Metal 1:
Supply wires on this layer in grey.
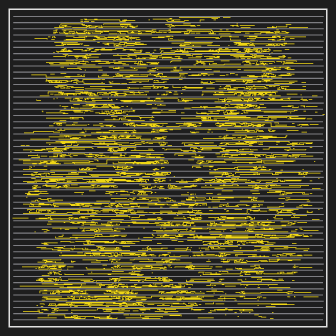
M4 wires:
Supply wires on this layer in grey.
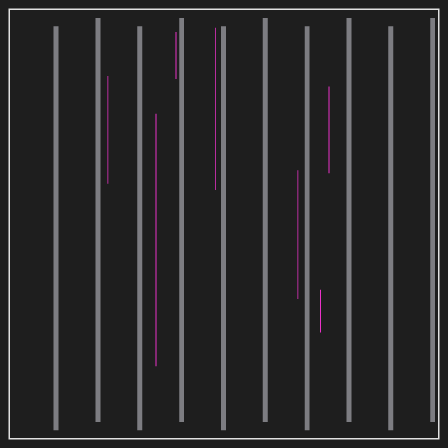
==> config.mk <==
export PLATFORM = sky130hd
export DESIGN_NAME = fm_meas_ctrl_flat
export DESIGN_NICKNAME = d
export VERILOG_FILES = /design/src/rtl/fm_meas_ctrl_if.sv /design/src/rtl/fm_meas_ctrl.sv /design/src/flat_wrapper.sv
export SDC_FILE = /design/constraint.sdc
export NUM_CORES = 1
export LEC_CHECK = 0
export ABC_CLOCK_PERIOD_IN_PS = 5000
export CORE_UTILIZATION = 50
export CTS_CLUSTER_DIAMETER = 120
export DETAILED_ROUTE_END_ITERATION = 10
export PLACE_DENSITY_LB_ADDON = 0.12
export SYNTH_ARGS = -nofsm -noshare
export SYNTH_HDL_FRONTEND = slang
export SYNTH_SLANG_ARGS = --single-unit
==> constraint.sdc <==
create_clock -name clk_32m -period 5 [get_ports clk_32m]
set_clock_uncertainty 0.15 [all_clocks]
set_input_delay 0.5 -clock clk_32m [delete_from_list [all_inputs] [get_ports clk_32m]]
set_output_delay 0.5 -clock clk_32m [all_outputs]
set_load 0.01 [all_outputs]
==> impl_metrics.py <==
# Metrics from the implementation run
metrics = {
    "drt": {
        "drc": 8,
        "viasPerCell": 5.63,
        "first_iter_violations": 473,
    },
    "synth": {
        "ys_ff": 152,
        "avgSynthCellArea_um2": 8.73,
        "ys_types": 65,
        "yosysSeqAreaShare": 0.408,
        "dominantRegCellSynth": "dfrtp_1",
        "edf_count": 0,
        "async_flop_share": 1.00,
    },
    "timing": {
        "fin_crit_ps": 4150,
        "slew_headroom": 0.228,
        "setup_violations": 0,
        "tightest_slew_ps": 1150,
        "finalHoldViolCount": 0,
    },
    "power": {
        "p_total_uw": 7220,
        "powerDensity_nw_per_um2": 673,
        "p_leak_uw": 0.00523,
        "pwr-share-seq": 0.258,
        "vdd_drop_max_mv": 0.492,
        "pwr-share-comb": 0.542,
        "swShare": 0.426,
    },
    "cts": {
        "clkTransAtPathRegs_ps": 60,
        "cts_buffers": 17,
        "cts_tree": "built",
        "postCtsHoldBufs": 0,
        "cts_sinks": 152,
    },
    "layout": {
        "antenna_cells": 0,
        "syn_to_final_growth_pct": 14.5,
    },
    "critical_path": {
        "crit_fanout": 3,
        "crit_path_start_kind": "flip-flop",
        "arrival_ps": 4300,
        "crit_path_top_delay_cell": "dfstp_2",
        "timing.setup.critical_path_class": "flip-flop to flip-flop",
        "r2r_slack_ps": 850,
        "max_stage_delay_ps": 550,
    },
    "global_route": {
        "grt_pass1_vias": 7249,
        "grt_max_degree": 115,
        "grt_antenna_before_repair": 0,
        "grt.total_usage": 0.224,
    },
    "outcome": {
        "failed_checks": "design-rule violations",
        "status": "complete, but fails checks",
    },
    "placed_design": {
        "portBuffers": 50,
    },
    "die": {
        "coreArea_um2": 18100,
    },
}
## Picture notes: 'metal 1'
The longest straight run is 40.5 um. The layer holds 51% of the routed length.
Total Wirelength: 20600 um
routing usage on met1: 0.330
total number of vias: 7623

## Picture notes: 'M4 wires'
The wires run mostly vertical. 4 nets have wire on it. The longest straight run is 81.6 um.

## metal layers
metal,GRT usage,vias up,part of all wire
li1,-,3832,-
met1,0.330,3619,0.51
met2,0.343,149,0.44
met3,0.0325,23,0.034
met4,0.0626,0,0.013
met5,0,-,0
## synth_stat cells (14+ instances only)
cell / number / area share
nand2_1: 180 / 0.072
dfrtp_1: 142 / 0.38
nor2_1: 108 / 0.043
o21ai_0: 106 / 0.057
ha_1: 88 / 0.12
inv_1: 59 / 0.024
a21oi_1: 52 / 0.028
clkbuf_1: 27 / 0.011
xor2_1: 24 / 0.022
nand3_1: 20 / 0.011
xnor2_1: 19 / 0.018
and3_1: 17 / 0.011
a22o_1: 16 / 0.015
a31oi_1: 16 / 0.011
nand4_1: 14 / 0.0094
## critical path, delay by kind of cell, from the launching register on
kind                     cells  cell delay (ps)
AND-OR/OR-AND                8             1790
XOR/XNOR                     1              160
adder cells (fa/ha/maj)      3              930
buffers and inverters        1               60
flip-flops                   1              550
AND/OR/NAND/NOR              4              400
## power groups by stage
stage	clock network [uW]	logic, uW	registers, uW
6_report	1450	3910	1860
5_1_grt	1510	4430	1900
4_1_cts	1470	3900	1860
3_5_place_dp	0	3860	1870
3_3_place_gp	0	3820	1870
2_1_floorplan	0	2970	1800
## cells by family (layout without fill, tap and decap cells)
family,Yosys count,count (layout),synth area share
xor+xnor,43,43,0.0402
other cells,1,3,0.000401
buf+inv,98,149,0.0420
fa+ha+maj,92,92,0.126
simple gates,411,411,0.199
flops,152,152,0.408
compound gates,270,270,0.179
mux,5,5,0.00561
## area by class of cell
type	instances	area [um^2]
fill	1645	7420
multi-input combinational	824	5170
sequential	152	3820
timing repair buffer	59	569
clock buffer	18	439
tap	229	287
inverter	60	225
clock inverter	12	216
## through the flow
stage / std cells / hold slack (ps) / setup slack, ps / cell area [um^2] / utilization
finish: 1354 / 35.7 / 847 / 10700 / 0.591
global route: 1354 / 155 / 487 / 10700 / 0.591
CTS: 1354 / 124 / 855 / 10700 / 0.591
detailed placement: 1324 / 305 / 894 / 10100 / 0.555
global placement: 1324 / 298 / 970 / 10100 / 0.555
floorplan: 1074 / 54.4 / 1270 / 9370 / -
## placed cells by master, fill, tap and decap left out, types with 7 or more instances in the layout
master           count
nand2_1            180
dfrtp_1            142
nor2_1             108
o21ai_0            104
ha_1                88
inv_1               59
a21oi_1             52
clkdlybuf4s50_1     49
xor2_1              24
nand3_1             20
xnor2_1             19
and3_1              17
clkbuf_16           17
a31oi_1             16
a22o_1              16
nand4_1             14
nor3_1              13
a21o_1              13
a2bb2oi_1           12
nor2b_1             11
o21a_1              11
nand2b_1            10
dfstp_2             10
buf_4                9
nor4_1               8
a211oi_1             7
No activity file was given, so power comes from the tool's default toggle rates.
